[src/rtl/traffic_timer.sv]
// Interval timer for the traffic-light controller: ST restarts, TS/TL flag timeouts.
// Optional tick prescaler enabled by defining TIMER_PRESCALE_EN.
module traffic_timer #(
   parameter int SHORT_CNT = 5,
   parameter int LONG_CNT  = 15,
   parameter int CW        = 8,
   parameter int PRESCALE  = 10
) (
   input  logic          Clk,
   input  logic          reset,
   input  logic          ST,
   output logic          TS,
   output logic          TL,
   output logic          BUSY,
   output logic [CW-1:0] CNT
);

   if (SHORT_CNT < 1 || SHORT_CNT >= LONG_CNT ||
       LONG_CNT > (2 ** CW) - 1 || PRESCALE < 2) begin : g_bad_params
      $error("traffic_timer: illegal parameter combination");
   end

   typedef enum logic [1:0] {IDLE, RUN, EXPIRED} state_t;

   state_t        state, state_n;
   logic [CW-1:0] cnt_n;
   logic [CW-1:0] cnt_inc;
   logic          ts_n;
   logic          tl_n;
   logic          busy_n;
   logic          tick;

`ifdef TIMER_PRESCALE_EN
   localparam int PW = $clog2(PRESCALE);

   logic [PW-1:0] pre, pre_n;

   assign tick = (pre == PW'(PRESCALE - 1));

   // Prescaler only runs while counting; ST realigns it to a fresh tick.
   always_comb begin
      pre_n = pre;
      if (ST)
         pre_n = '0;
      else if (state == RUN)
         pre_n = tick ? '0 : pre + PW'(1);
   end

   always_ff @(posedge Clk) begin
      if (reset)
         pre <= '0;
      else
         pre <= pre_n;
   end
`else
   assign tick = 1'b1;
`endif

   assign cnt_inc = CNT + CW'(1);

   always_comb begin
      state_n = state;
      cnt_n   = CNT;
      ts_n    = TS;
      tl_n    = TL;
      busy_n  = BUSY;
      if (ST) begin
         state_n = RUN;
         cnt_n   = '0;
         ts_n    = 1'b0;
         tl_n    = 1'b0;
         busy_n  = 1'b1;
      end else begin
         unique case (state)
            IDLE: ;
            RUN: begin
               if (tick) begin
                  cnt_n = cnt_inc;
                  ts_n  = (cnt_inc >= CW'(SHORT_CNT));
                  // Saturate at LONG_CNT: the counter never wraps.
                  if (cnt_inc >= CW'(LONG_CNT)) begin
                     tl_n    = 1'b1;
                     busy_n  = 1'b0;
                     state_n = EXPIRED;
                  end
               end
            end
            EXPIRED: ;
            default: begin
               state_n = IDLE;
               cnt_n   = '0;
               ts_n    = 1'b0;
               tl_n    = 1'b0;
               busy_n  = 1'b0;
            end
         endcase
      end
   end

   always_ff @(posedge Clk) begin
      if (reset) begin
         state <= IDLE;
         CNT   <= '0;
         TS    <= 1'b0;
         TL    <= 1'b0;
         BUSY  <= 1'b0;
      end else begin
         state <= state_n;
         CNT   <= cnt_n;
         TS    <= ts_n;
         TL    <= tl_n;
         BUSY  <= busy_n;
      end
   end

endmodule
[config.mk]
export PLATFORM = sky130hd
export DESIGN_NAME = traffic_timer
export DESIGN_NICKNAME = d
export VERILOG_FILES = /design/src/rtl/traffic_timer.sv
export SDC_FILE = /design/constraint.sdc
export NUM_CORES = 1
export LEC_CHECK = 0
export CAP_MARGIN = 20
export CORE_MARGIN = 5
export CORE_UTILIZATION = 30
export DETAILED_ROUTE_END_ITERATION = 16
export GPL_ROUTABILITY_DRIVEN = 0
export PLACE_DENSITY = 0.58
export RECOVER_POWER = 100
export REMOVE_ABC_BUFFERS = 1
export SYNTH_ARGS = -nofsm -noshare
export SYNTH_HDL_FRONTEND = slang
export SYNTH_SLANG_ARGS = --single-unit
export TNS_END_PERCENT = 50
[constraint.sdc]
create_clock -name Clk -period 1.6 [get_ports Clk]
set_input_delay 0.32 -clock Clk [delete_from_list [all_inputs] [get_ports Clk]]
set_output_delay 0.32 -clock Clk [all_outputs]
set_load 0.05 [all_outputs]
==> deck_impl_summary.md <==
Run Summary

Drt
  – Met2 WL: 945 um
  – Post-Route M1 WL: 846 um
  – DRT antenna net count: 0
  – Met3 WL: 68 um

Yosys
  – Main synth FF type: dfxtp_1
  – Adder share: 0.07246
  – Yosys top cell by area: dfxtp_1
  – Ys cells: 90
  – Post-synthesis sequential area ratio: 0.3188
  – Flops after synth: 11
  – Cell count after synthesis: 90
  – And+or+nand+nor area frac: 0.2826
  – Number of enable flip-flop cells: 0
  – Post-Synth XOR/XNOR Area: 0.01268
  – Asr flop ratio synth: 0
  – Mux frac, synth: 0.03623

Setup path
  – R2r setup slk: 0.07 ns
  – R2R Path End: TS
  – Critical path depth: 6
  – Arrival time of the worst setup path: 1.74 ns
  – Critical Path End Type: flop
  – CP delay by family, top: flip-flops
  – WS Path Type: flop to flop
  – Worst Setup SP: CNT[0]
  – Crit-path max FO: 3
  – Reg-to-Reg Start: CNT[0]

Global route
  – Initial antenna violation count: 0
  – Met3 Track Usage GR: 0.03563
  – First-pass GRT wire length: 3312 um
  – Met2 Usage GRT: 0.2129
  – GRT Overall Usage: 0.1273
  – Vias in the first global route: 727
  – GR Overflow Total: 0
  – GRT Max-Usage Layer: met2

Run
  – OpenROAD warnings: 29
  – Reported max-cap violation count: 0

Power
  – Clock Power Share: 0.375
  – Pint: 409.9 uW
  – Switching share of power: 0.2806
  – Psw: 159.9 uW

Hold path
  – Worst hold path depth: 2

Final layout
  – Non-Filler Instances: 146
  – Net count, final: 126
  – Top reg by flops: CNT
  – Clock-cell share of area: 0.02405
  – Final Instance Area: 1092 um2
  – Comb gates: 68

Floorplanning
  – Chip area: 3362 um2
  – Die Span X: 57.98 um

Clock network
  – Root buf cell: clkbuf_4
  – Max clock buf depth: 2
  – Post-CTS Setup Bufs: 0
  – Clk slew on worst S/H paths: 0.08 ns
  – Max H-tree Level: 1

Timing
  – Fin crit share: 0.9587
  – Final tally of hold violations: 0

Placement
  – DP Worst Slack: -0.05712 ns

Outcome
  – Status: completed
### Floorplan with the power grid

Pins as bars on the die edge. Tap cells in grey.
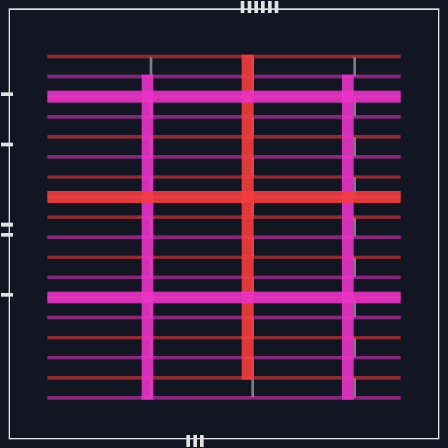
legend:
  red:
    net: VDD
  magenta:
    net: VSS
signal pins: 14
met5 straps: 3
tap cells: 28
met4 straps: 3
rows: 17

### The metal 2 layer

The bar under the picture is 20 um long. Cells faint in the background.
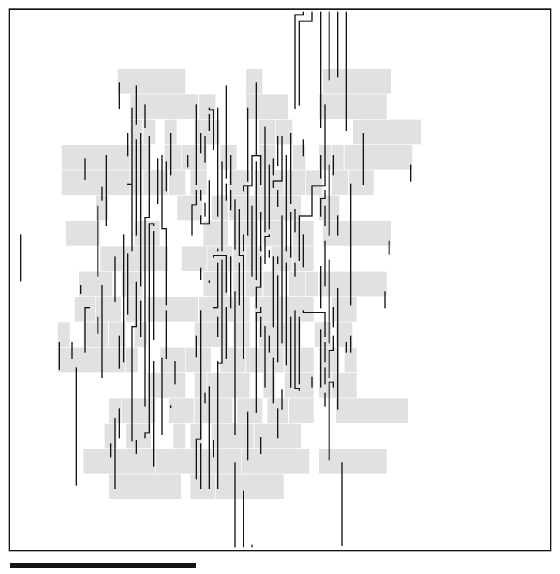
nets with wire on the layer: 105
main direction: vertical
share of all routed wire: 50%

Power and IR drop assume default switching activity.
